**Register map, names as in the netlist**

Scale bar: 20 µm.
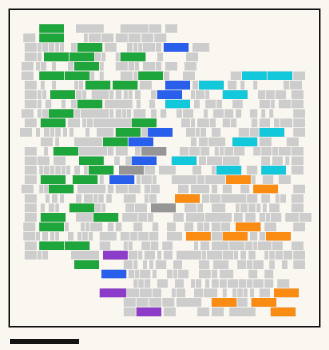
**Metal 3**

Scale bar: 20 µm.
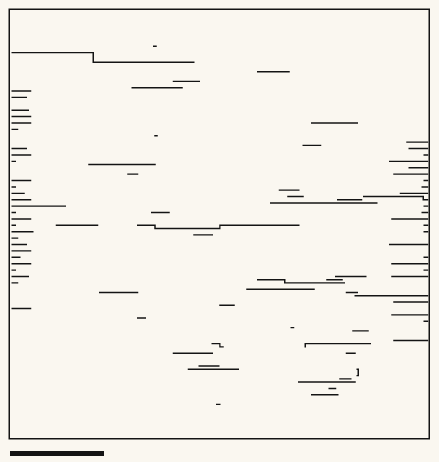
`src/rtl/sample_sender.sv`:
```
`timescale 1ns/1ps
`default_nettype none
// ============================================================================
// Module   : sample_sender
// Brief    : Dumps capture RAM newest-first, little-endian, over the UART
//            transmitter, pacing on transmit_busy.
// Revision : 1.0 - initial release
// ============================================================================
module sample_sender #(
  parameter int SAMPLE_WIDTH = 32,
  parameter int ADDR_WIDTH   = 10
) (
  input  logic                    clock,
  input  logic                    reset_n,
  input  logic                    start,
  input  logic                    abort,
  input  logic [ADDR_WIDTH-1:0]   start_addr,
  input  logic [ADDR_WIDTH:0]     sample_count,
  output logic [ADDR_WIDTH-1:0]   mem_addr,
  input  logic [SAMPLE_WIDTH-1:0] mem_data,
  output logic [7:0]              tx_data,
  output logic                    tx_start,
  input  logic                    transmit_busy,
  output logic                    busy,
  output logic                    done
);

  localparam int NB = SAMPLE_WIDTH / 8;
  localparam int BW = (NB > 1) ? $clog2(NB) : 1;
  localparam logic [BW-1:0]       LAST_BYTE = BW'(NB - 1);
  localparam logic [ADDR_WIDTH:0] ONE_LEFT  = (ADDR_WIDTH + 1)'(1);

  typedef enum logic [2:0] {
    S_IDLE  = 3'd0,
    S_FETCH = 3'd1,
    S_LATCH = 3'd2,
    S_SEND  = 3'd3,
    S_HOLD  = 3'd4,
    S_NEXT  = 3'd5
  } state_t;

  state_t                  state_q, state_d;
  logic [ADDR_WIDTH-1:0]   addr_q, addr_d;
  logic [ADDR_WIDTH:0]     remaining_q, remaining_d;
  logic [BW-1:0]           byte_idx_q, byte_idx_d;
  logic [NB-1:0][7:0]      shreg_q, shreg_d;
  logic [7:0]              tx_data_q, tx_data_d;
  logic                    done_q, done_d;

  always_comb begin
    state_d     = state_q;
    addr_d      = addr_q;
    remaining_d = remaining_q;
    byte_idx_d  = byte_idx_q;
    shreg_d     = shreg_q;
    tx_data_d   = tx_data_q;
    done_d      = 1'b0;
    tx_start    = 1'b0;

    case (state_q)
      S_IDLE: begin
        if (start) begin
          if (sample_count == '0) begin
            done_d = 1'b1;
          end else begin
            addr_d      = start_addr;
            remaining_d = sample_count;
            byte_idx_d  = '0;
            state_d     = S_FETCH;
          end
        end
      end

      S_FETCH: state_d = S_LATCH;

      S_LATCH: begin
        shreg_d   = mem_data;
        tx_data_d = mem_data[7:0];
        state_d   = S_SEND;
      end

      S_SEND: begin
        if (!transmit_busy) begin
          tx_start = 1'b1;
          state_d  = S_HOLD;
        end
      end

      // transmit_busy only becomes visible one cycle after tx_start
      S_HOLD: begin
        if (abort) begin
          done_d  = 1'b1;
          state_d = S_IDLE;
        end else if (byte_idx_q < LAST_BYTE) begin
          byte_idx_d = byte_idx_q + 1'b1;
          tx_data_d  = shreg_q[byte_idx_d];
          state_d    = S_SEND;
        end else begin
          state_d = S_NEXT;
        end
      end

      S_NEXT: begin
        byte_idx_d  = '0;
        remaining_d = remaining_q - ONE_LEFT;
        addr_d      = addr_q - 1'b1;
        if (remaining_q == ONE_LEFT) begin
          done_d  = 1'b1;
          state_d = S_IDLE;
        end else begin
          state_d = S_FETCH;
        end
      end

      default: state_d = S_IDLE;
    endcase
  end

  always_ff @(posedge clock) begin
    if (!reset_n) begin
      state_q     <= S_IDLE;
      addr_q      <= '0;
      remaining_q <= '0;
      byte_idx_q  <= '0;
      shreg_q     <= '0;
      tx_data_q   <= '0;
      done_q      <= 1'b0;
    end else begin
      state_q     <= state_d;
      addr_q      <= addr_d;
      remaining_q <= remaining_d;
      byte_idx_q  <= byte_idx_d;
      shreg_q     <= shreg_d;
      tx_data_q   <= tx_data_d;
      done_q      <= done_d;
    end
  end

  assign mem_addr = addr_q;
  assign tx_data  = tx_data_q;
  assign busy     = (state_q != S_IDLE);
  assign done     = done_q;

endmodule
`default_nettype wire

```
`config.mk`:
```
export PLATFORM = sky130hd
export DESIGN_NAME = sample_sender
export DESIGN_NICKNAME = d
export VERILOG_FILES = /design/src/rtl/sample_sender.sv
export SDC_FILE = /design/constraint.sdc
export NUM_CORES = 1
export LEC_CHECK = 0
export CAP_MARGIN = 20
export CORE_AREA = 2 2 87 89
export CTS_CLUSTER_DIAMETER = 200
export DETAILED_ROUTE_END_ITERATION = 8
export DIE_AREA = 0 0 89 91
export HOLD_SLACK_MARGIN = 0.08
export PLACE_DENSITY = 0.81
export SYNTH_ARGS = -nofsm -noshare
export SYNTH_HDL_FRONTEND = slang
export SYNTH_SLANG_ARGS = --single-unit
export TNS_END_PERCENT = 10
```
`constraint.sdc`:
```
create_clock -name clock -period 2.4 [get_ports clock]
set_clock_uncertainty 0.1 [all_clocks]
set_input_delay 0.36 -clock clock [delete_from_list [all_inputs] [get_ports clock]]
set_output_delay 0.36 -clock clock [all_outputs]
set_load 0.02 [all_outputs]
```
==> CHANGELOG.md <==
### Physical design

* Status: finished, final reports clean
* Placed insts at 577
* GP Congestion at 0.884
* Cell accounting for the most synthesized area: dfxtp_1
* FF/Latch Area at 1340 µm²
* Clk sinks at 67
* Psw at 1010 µW
* Grt total ovfl at 0
* Logic share of the area at 41.9%
* Worst path max stage delay at 0.61 ns
* FF-to-FF Start: state_q[0]
* Most frequent logic cell in the layout: nand2_1
* DR DRC count at 0
* Leading cell kind: combinational gates
* Met3 wire len at 512 µm
* Setup CP Type: flip-flop to primary output
* Fin. max-slew vios at 0
* WHS Path Cells at 2
* Worst slew pin tran at 0.568 ns
* GRT Total Usage at 23.2%
* Clk pwr share at 30.2%
* Final cell count without fillers at 593
* H-Tree Level Count at 3
* Inverters at 11
* Lkg Pwr at 0.00161 µW
* Hold buffer count at cts at 0
* Reg2Reg Capture Point: remaining_q[5]
* WP data required at 1.94 ns
* Crit end category: primary output
* Top layer in use: met4
* Top cells excl fill/tap: 79 x nand2_1, 78 x clkdlybuf4s50_1, 66 x dfxtp_1, 59 x a21oi_1, 20 x nor2_1
* Final-report hold violation count at 0
* P_comb at 857 µW
* Non-clk buf share at 21.4%
* Max clock buf depth at 2
* WL/cell at 15.8 µm
* Tool Warnings at 27
* CP max-delay cell: clkdlybuf4s50_1
* Syn Area/Cell at 8.46 µm²
* Startpoint Class: flip-flop
* Worst-path clk slew at 0.07 ns
* First-pass GRT wire length at 15.0 mm
* Yosys warns at 0
* P_int at 2120 µW
* Setup violations, final at 0
* Total clock buffers created by CTS at 9
* Nets at Floorplan at 473
* Reg2Reg Depth at 6
* Worst vdd ir at 0.366 mV
* CP endpoint: tx_start
* Skew-Pair Late Insertion Delay at 0.35 ns
* Post-CTS repair timing setup buffer count at 0
* GR Util met2 at 38.9%
* Die width at 89 µm
* Grt met3 use at 4.00%
* Power share of the combinational group at 27.4%
* Main synth FF type: dfxtp_1
* Worst Setup SP: state_q[0]
* Dominant cell area share at 38.6%
* R2R Setup Slk at 0.28 ns
* WP data arrival at 1.85 ns
* WP buf/inv at 2
* Relative slew slack at 62.0%
* Nets at 551
* Share of layout cells above drive strength 1 at 13.2%
* # Taps at 99
* Netlist Area Pre-Place at 3480 µm²
* DP Wirelength at 6.44 mm
* Total Die Area at 8100 µm²
* Core area at 7140 µm²
* # IOs at 79
* Fill count at 625
* Num rows at 31
* P&R area growth vs syn at 33.8%
* Port buffer count at 78
* DR pass1 iterations at 4
* # resized after CTS at 0
* Count leader, synth: nand2_1
* Post-synth top cells: 79 x nand2_1, 67 x dfxtp_1, 59 x a21oi_1
* Switching Share at 32.3%
* Worst path most repeated cell: nor2_1
* Cell Pwr Density at 672 nW/µm²
* Min Clock Period, post-route at 2.31 ns
* Max Cap Violations at 0
* Synth Seq Share at 38.6%
* Worst hold path class: flip-flop to flip-flop
* Yosys cell count at 411
* Dpl ws at -0.0838 ns
* Clock network contribution to total cell area at 4.30%
* Unrepaired setup endpoints after global routing: no
* Bufs w/o clock at 100
* N_diodes at 0
* Mapped Cells at 411
* Top Family by Delay on Critical Path: buffers and inverters
* Power Sequential at 1330 µW
* Via-to-Cell Ratio at 5.74
* Final ANT Viol Nets at 0
* Logic Gate Count at 300
* Clock net power at 944 µW
* Hold endpoint: shreg_q[24]
* Sequential share of cell area at 28.9%
* Via count at 3401
* Initial antenna violation count at 0
* CP Depth at 5
* Critical Path Fanout Max at 5
* Fin crit share at 96.1%
* CTS Root Cell: clkbuf_8
* Tot Pwr at 3130 µW
* Busiest layer in global routing: met2
* DRT Wirelength at 9.34 mm
* Die height at 91 µm
* EDFF count, synth at 0
* Flop count at 67
* Final core occ at 65.2%
* Routed wl met2 at 4.55 mm
* Max frequency at 433 MHz
* CP cell instances: inv_1 > nor2_1 > nand2_1 > nor2_1 > clkdlybuf4s50_1
* Comb area at 1950 µm²
* Iter 0 DRT Violations at 112
Notes on 'register map, names as in the netlist' above:
- shreg_q: green (placed flops 32)
- mem_addr: cyan (placed flops 10)
- tx_data: blue (placed flops 8)
- remaining_q: orange (placed flops 11)
- state_q: purple (placed flops 3)

Notes on 'metal 3' above:
- main direction: horizontal
- wire length on this layer: 513 µm
- share of all routed wire: 5.5%

==> worst register-to-register path, cell delays in order, from the launching register on <==
cell and delay, ns:
dfxtp_1 0.35, buf_4 0.18, or3b_1 0.42, a21o_1 0.28, buf_4 0.20, o311ai_0 0.33
o31ai_1 0.13
==> kinds of logic after synthesis <==
family          Yosys count  share of synthesized area [%]
buf+inv                  44                           5.65
fa+ha+maj                 4                           1.44
flops                    67                           38.6
compound gates          136                           26.1
mux                      19                           8.38
simple gates            141                           19.9
==> through the flow <==
step / TNS, ns / cell area [µm²]
floorplan: 0 / 3480
global placement: -0.0444 / 4450
detailed placement: -0.423 / 4450
CTS: 0 / 4650
global route: 0 / 4650
finish: 0 / 4650
Power and IR drop assume default switching activity.
